$ cat config.mk
export PLATFORM = sky130hd
export DESIGN_NAME = imem_fetch_ctrl
export DESIGN_NICKNAME = d
export VERILOG_FILES = /design/src/rtl/cpu_pkg.sv /design/src/rtl/fetch_fifo.sv /design/src/rtl/imem_fetch_ctrl.sv
export SDC_FILE = /design/constraint.sdc
export NUM_CORES = 1
export LEC_CHECK = 0
export ABC_CLOCK_PERIOD_IN_PS = 10400
export CAP_MARGIN = 10
export CORE_MARGIN = 2
export CORE_UTILIZATION = 53
export CTS_CLUSTER_DIAMETER = 40
export DETAILED_ROUTE_END_ITERATION = 10
export PLACE_DENSITY = 0.81
export SLEW_MARGIN = 20
export SYNTH_ARGS = -nofsm -noshare
export SYNTH_HDL_FRONTEND = slang
export SYNTH_HIERARCHICAL = 1
export SYNTH_SLANG_ARGS = --single-unit
$ cat constraint.sdc
create_clock -name clk -period 10.4 [get_ports clk]
set_input_delay 2.6 -clock clk [delete_from_list [all_inputs] [get_ports clk]]
set_output_delay 2.6 -clock clk [all_outputs]
set_load 0.01 [all_outputs]
$ cat src/rtl/cpu_pkg.sv
// Shared fetch-side definitions: data width, fetch FSM state encoding,
// canonical NOP word and a PC word-alignment helper.
package cpu_pkg;

  localparam int unsigned XLEN = 32;

  // addi x0, x0, 0
  localparam logic [XLEN-1:0] NOP_WORD = 32'h0000_0013;

  typedef enum logic [1:0] {
    ST_RUN     = 2'd0,
    ST_HALTING = 2'd1,
    ST_HALTED  = 2'd2
  } fetch_state_t;

  // Instruction fetch is word addressed; the low two address bits are forced to 0.
  function automatic logic [XLEN-1:0] align_word(input logic [XLEN-1:0] a);
    return {a[XLEN-1:2], 2'b00};
  endfunction

endpackage

$ cat src/rtl/fetch_fifo.sv
// Prefetch FIFO holding {pc, instr} pairs between instruction memory and decode.
// Ports:
//   clk, rst_n      - clock, synchronous active-low reset
//   i_push, i_wdata - write one entry
//   i_pop           - retire the head entry
//   i_flush         - drop all entries and rewind pointers (wins over push/pop)
//   o_rdata         - head entry (contents don't-care while empty)
//   o_count         - number of valid entries
//   o_empty         - registered empty flag
module fetch_fifo #(
  parameter  int unsigned DEPTH = 2,
  parameter  int unsigned WIDTH = 64,
  localparam int unsigned AW    = $clog2(DEPTH),
  localparam int unsigned CW    = AW + 1
) (
  input  logic             clk,
  input  logic             rst_n,
  input  logic             i_push,
  input  logic             i_pop,
  input  logic             i_flush,
  input  logic [WIDTH-1:0] i_wdata,
  output logic [WIDTH-1:0] o_rdata,
  output logic [CW-1:0]    o_count,
  output logic             o_empty
);

  localparam logic [CW-1:0] DEPTH_C = CW'(DEPTH);

  logic [WIDTH-1:0] r_mem [DEPTH];
  logic [AW-1:0]    r_rd_ptr;
  logic [AW-1:0]    r_wr_ptr;
  logic [CW-1:0]    r_count;
  logic             r_empty;
  logic             r_full;
  logic [CW-1:0]    w_count_nxt;

  always_comb begin
    w_count_nxt = r_count;
    if (i_flush) begin
      w_count_nxt = '0;
    end else begin
      case ({i_push, i_pop})
        2'b10:   w_count_nxt = r_count + 1'b1;
        2'b01:   w_count_nxt = r_count - 1'b1;
        default: w_count_nxt = r_count;
      endcase
    end
  end

  always_ff @(posedge clk) begin
    if (!rst_n) begin
      r_rd_ptr <= '0;
      r_wr_ptr <= '0;
      r_count  <= '0;
      r_empty  <= 1'b1;
      r_full   <= 1'b0;
      for (int unsigned i = 0; i < DEPTH; i++) begin
        r_mem[i] <= '0;
      end
    end else begin
      r_count <= w_count_nxt;
      r_empty <= (w_count_nxt == '0);
      r_full  <= (w_count_nxt == DEPTH_C);
      if (i_flush) begin
        r_rd_ptr <= '0;
        r_wr_ptr <= '0;
      end else begin
        if (i_push) begin
          r_mem[r_wr_ptr] <= i_wdata;
          r_wr_ptr        <= r_wr_ptr + 1'b1;
        end
        if (i_pop) begin
          r_rd_ptr <= r_rd_ptr + 1'b1;
        end
      end
    end
  end

  assign o_rdata = r_mem[r_rd_ptr];
  assign o_count = r_count;
  assign o_empty = r_empty;

  // The issue rule upstream reserves a slot for every in-flight read.
  a_no_push_when_full: assert property (@(posedge clk) disable iff (!rst_n)
    !(i_push && !i_flush && r_full));
  a_no_pop_when_empty: assert property (@(posedge clk) disable iff (!rst_n)
    !(i_pop && !i_flush && r_empty));

endmodule

$ cat src/rtl/imem_fetch_ctrl.sv
// Instruction-fetch sequencer between decode and a 1-cycle-latency synchronous
// instruction memory. Issues sequential word reads, buffers returned words with
// their PC in a prefetch FIFO, flushes on redirect (dropping the in-flight read),
// and implements a halt/drain handshake. The memory never stalls mid-read.
// Ports:
//   clk, rst_n                 - clock, synchronous active-low reset
//   imem_addr, imem_renable    - read request to instruction memory
//   imem_rdata                 - read data, valid the cycle after imem_renable
//   redirect_valid/redirect_pc - flush and restart fetch at redirect_pc
//   instr_valid/data/pc        - FIFO head towards decode
//   dec_ready                  - decode accepts head
//   halt_req, halted           - halt request level / halted status
module imem_fetch_ctrl
  import cpu_pkg::*;
#(
  parameter logic [31:0] RESET_PC   = 32'h0000_0000,
  parameter int unsigned FIFO_DEPTH = 2
) (
  input  logic        clk,
  input  logic        rst_n,
  output logic [31:0] imem_addr,
  output logic        imem_renable,
  input  logic [31:0] imem_rdata,
  input  logic        redirect_valid,
  input  logic [31:0] redirect_pc,
  output logic        instr_valid,
  output logic [31:0] instr_data,
  output logic [31:0] instr_pc,
  input  logic        dec_ready,
  input  logic        halt_req,
  output logic        halted
);

  localparam int unsigned CW      = $clog2(FIFO_DEPTH) + 1;
  localparam logic [CW:0] DEPTH_V = (CW + 1)'(FIFO_DEPTH);

  fetch_state_t    r_state;
  fetch_state_t    w_state_nxt;
  logic [XLEN-1:0] r_fetch_pc;
  logic [XLEN-1:0] r_inflight_pc;
  logic            r_inflight;

  logic            w_run;
  logic            w_issue;
  logic            w_pop;
  logic            w_push;
  logic            w_fifo_empty;
  logic [CW-1:0]   w_count;
  logic [CW:0]     w_occ;
  logic [2*XLEN-1:0] w_head;

  // Occupancy counts the in-flight read as already owning a FIFO slot.
  assign w_occ       = {1'b0, w_count} + {{CW{1'b0}}, r_inflight};
  assign instr_valid = !w_fifo_empty;
  assign w_pop       = instr_valid & dec_ready & !redirect_valid;
  assign w_push      = r_inflight & !redirect_valid;
  // Gating with rst_n keeps the strobe low while reset is held.
  assign w_issue     = rst_n & w_run & !halt_req & !redirect_valid &
                       ((w_occ < DEPTH_V) | ((w_occ == DEPTH_V) & w_pop));

  assign imem_renable = w_issue;
  assign imem_addr    = r_fetch_pc;
  assign instr_pc     = w_head[2*XLEN-1:XLEN];
  assign instr_data   = w_head[XLEN-1:0];

  // State register
  always_ff @(posedge clk) begin
    if (!rst_n) r_state <= ST_RUN;
    else        r_state <= w_state_nxt;
  end

  // Next-state logic
  always_comb begin
    w_state_nxt = r_state;
    case (r_state)
      ST_RUN:     if (halt_req)    w_state_nxt = ST_HALTING;
      ST_HALTING: if (!r_inflight) w_state_nxt = ST_HALTED;
      ST_HALTED:  if (!halt_req)   w_state_nxt = ST_RUN;
      default:                     w_state_nxt = ST_RUN;
    endcase
  end

  // State outputs
  always_comb begin
    w_run  = (r_state == ST_RUN);
    halted = (r_state == ST_HALTED);
  end

  // Fetch PC and in-flight tracking
  always_ff @(posedge clk) begin
    if (!rst_n) begin
      r_fetch_pc    <= RESET_PC;
      r_inflight    <= 1'b0;
      r_inflight_pc <= '0;
    end else begin
      r_inflight <= w_issue;
      if (w_issue) begin
        r_inflight_pc <= r_fetch_pc;
      end
      if (redirect_valid) begin
        r_fetch_pc <= align_word(redirect_pc);
      end else if (w_issue) begin
        r_fetch_pc <= r_fetch_pc + 32'd4;
      end
    end
  end

  fetch_fifo #(
    .DEPTH (FIFO_DEPTH),
    .WIDTH (2 * XLEN)
  ) u_fifo (
    .clk     (clk),
    .rst_n   (rst_n),
    .i_push  (w_push),
    .i_pop   (w_pop),
    .i_flush (redirect_valid),
    .i_wdata ({r_inflight_pc, imem_rdata}),
    .o_rdata (w_head),
    .o_count (w_count),
    .o_empty (w_fifo_empty)
  );

endmodule

**The metal 2 layer**

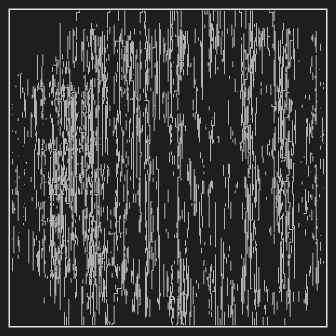
The wires run mostly vertical. The longest straight run is 50.7 µm. 815 nets have wire on it.

**Track usage over the die**

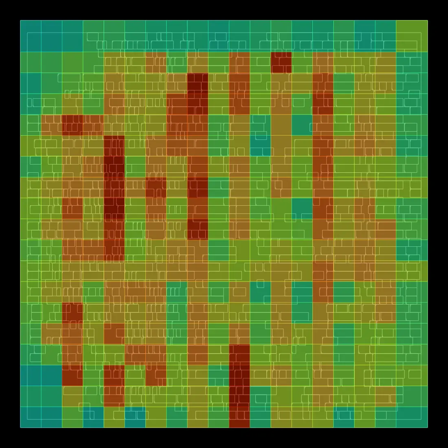
GRT busiest layer: met2
met1 Track Usage GR: 30.3%
met2 usage in global routing: 35.6%

==> results.tsv <==
stage	metric	value	unit
outcome	status	finished, final reports clean	
cts	Clock transition at path regs	0.06	ns
floorplan	die area	0.0181	mm²
global_route	number of global-route vias before repair	6284	
synthesis	xor+xnor area frac	0.581	%
placement	Place WS	2.32	ns
finish	bufs w/o clock	173	
synthesis	cell total in the yosys stat output	783	
floorplan	die height	135	µm
synthesis	Ys Warns	6	
global_route	gr usage total	22.3	%
synthesis	Post-synth top flop	edfxtp_1	
final_timing	max_slew headroom	30.6	%
finish	Signal inverters	11	
worst_setup_path	Critical R2R Launch	u_fifo/o_count[0]$_SDFF_PN0_	
synthesis	syn_area_per_cell	11.5	µm²
finish	dominant logic cell type in the layout	clkdlybuf4s50_1	
synthesis	count leader, synth	and3_1	
final_timing	fin crit share	77.7	%
cts	CTS buffer count	17	
drt	vias post-DR	6623	
finish	max reg flops	128	
cts	CTS tree	done	
cts	Clock Path Buffers	2	
finish	logic area	0.00346	mm²
synthesis	Synth Area in Simple Gates	20.2	%
synthesis	AND-OR/OR-AND share of the synthesized area	8.09	%
final_timing	Worst Setup Slack, final	2.31	ns
finish	clk_buf instances	21	
drt	Iter 0 DRT Violations	531	
pwr	Combinational Power	144	µW
synthesis	yosys stat chip area	0.00904	mm²
worst_setup_path	Buf+Inv Stages, Crit Path	5	
pwr	Clock Power Share	37.4	%
cts	post-CTS resize count	0	
pwr	PD cells	145	mW/mm²
pwr	Seq pwr share	53.8	%
pwr	logic gate share of total power	8.8	%
worst_setup_path	capturing point of the worst reg2reg path	imem_addr[30]$_SDFFE_PN0P_	
drt	final wirelength	19800	µm
placement	Placed Instances	1117	
drt	antenna-violating nets left	0	
Power is estimated from default activity; no workload was simulated.
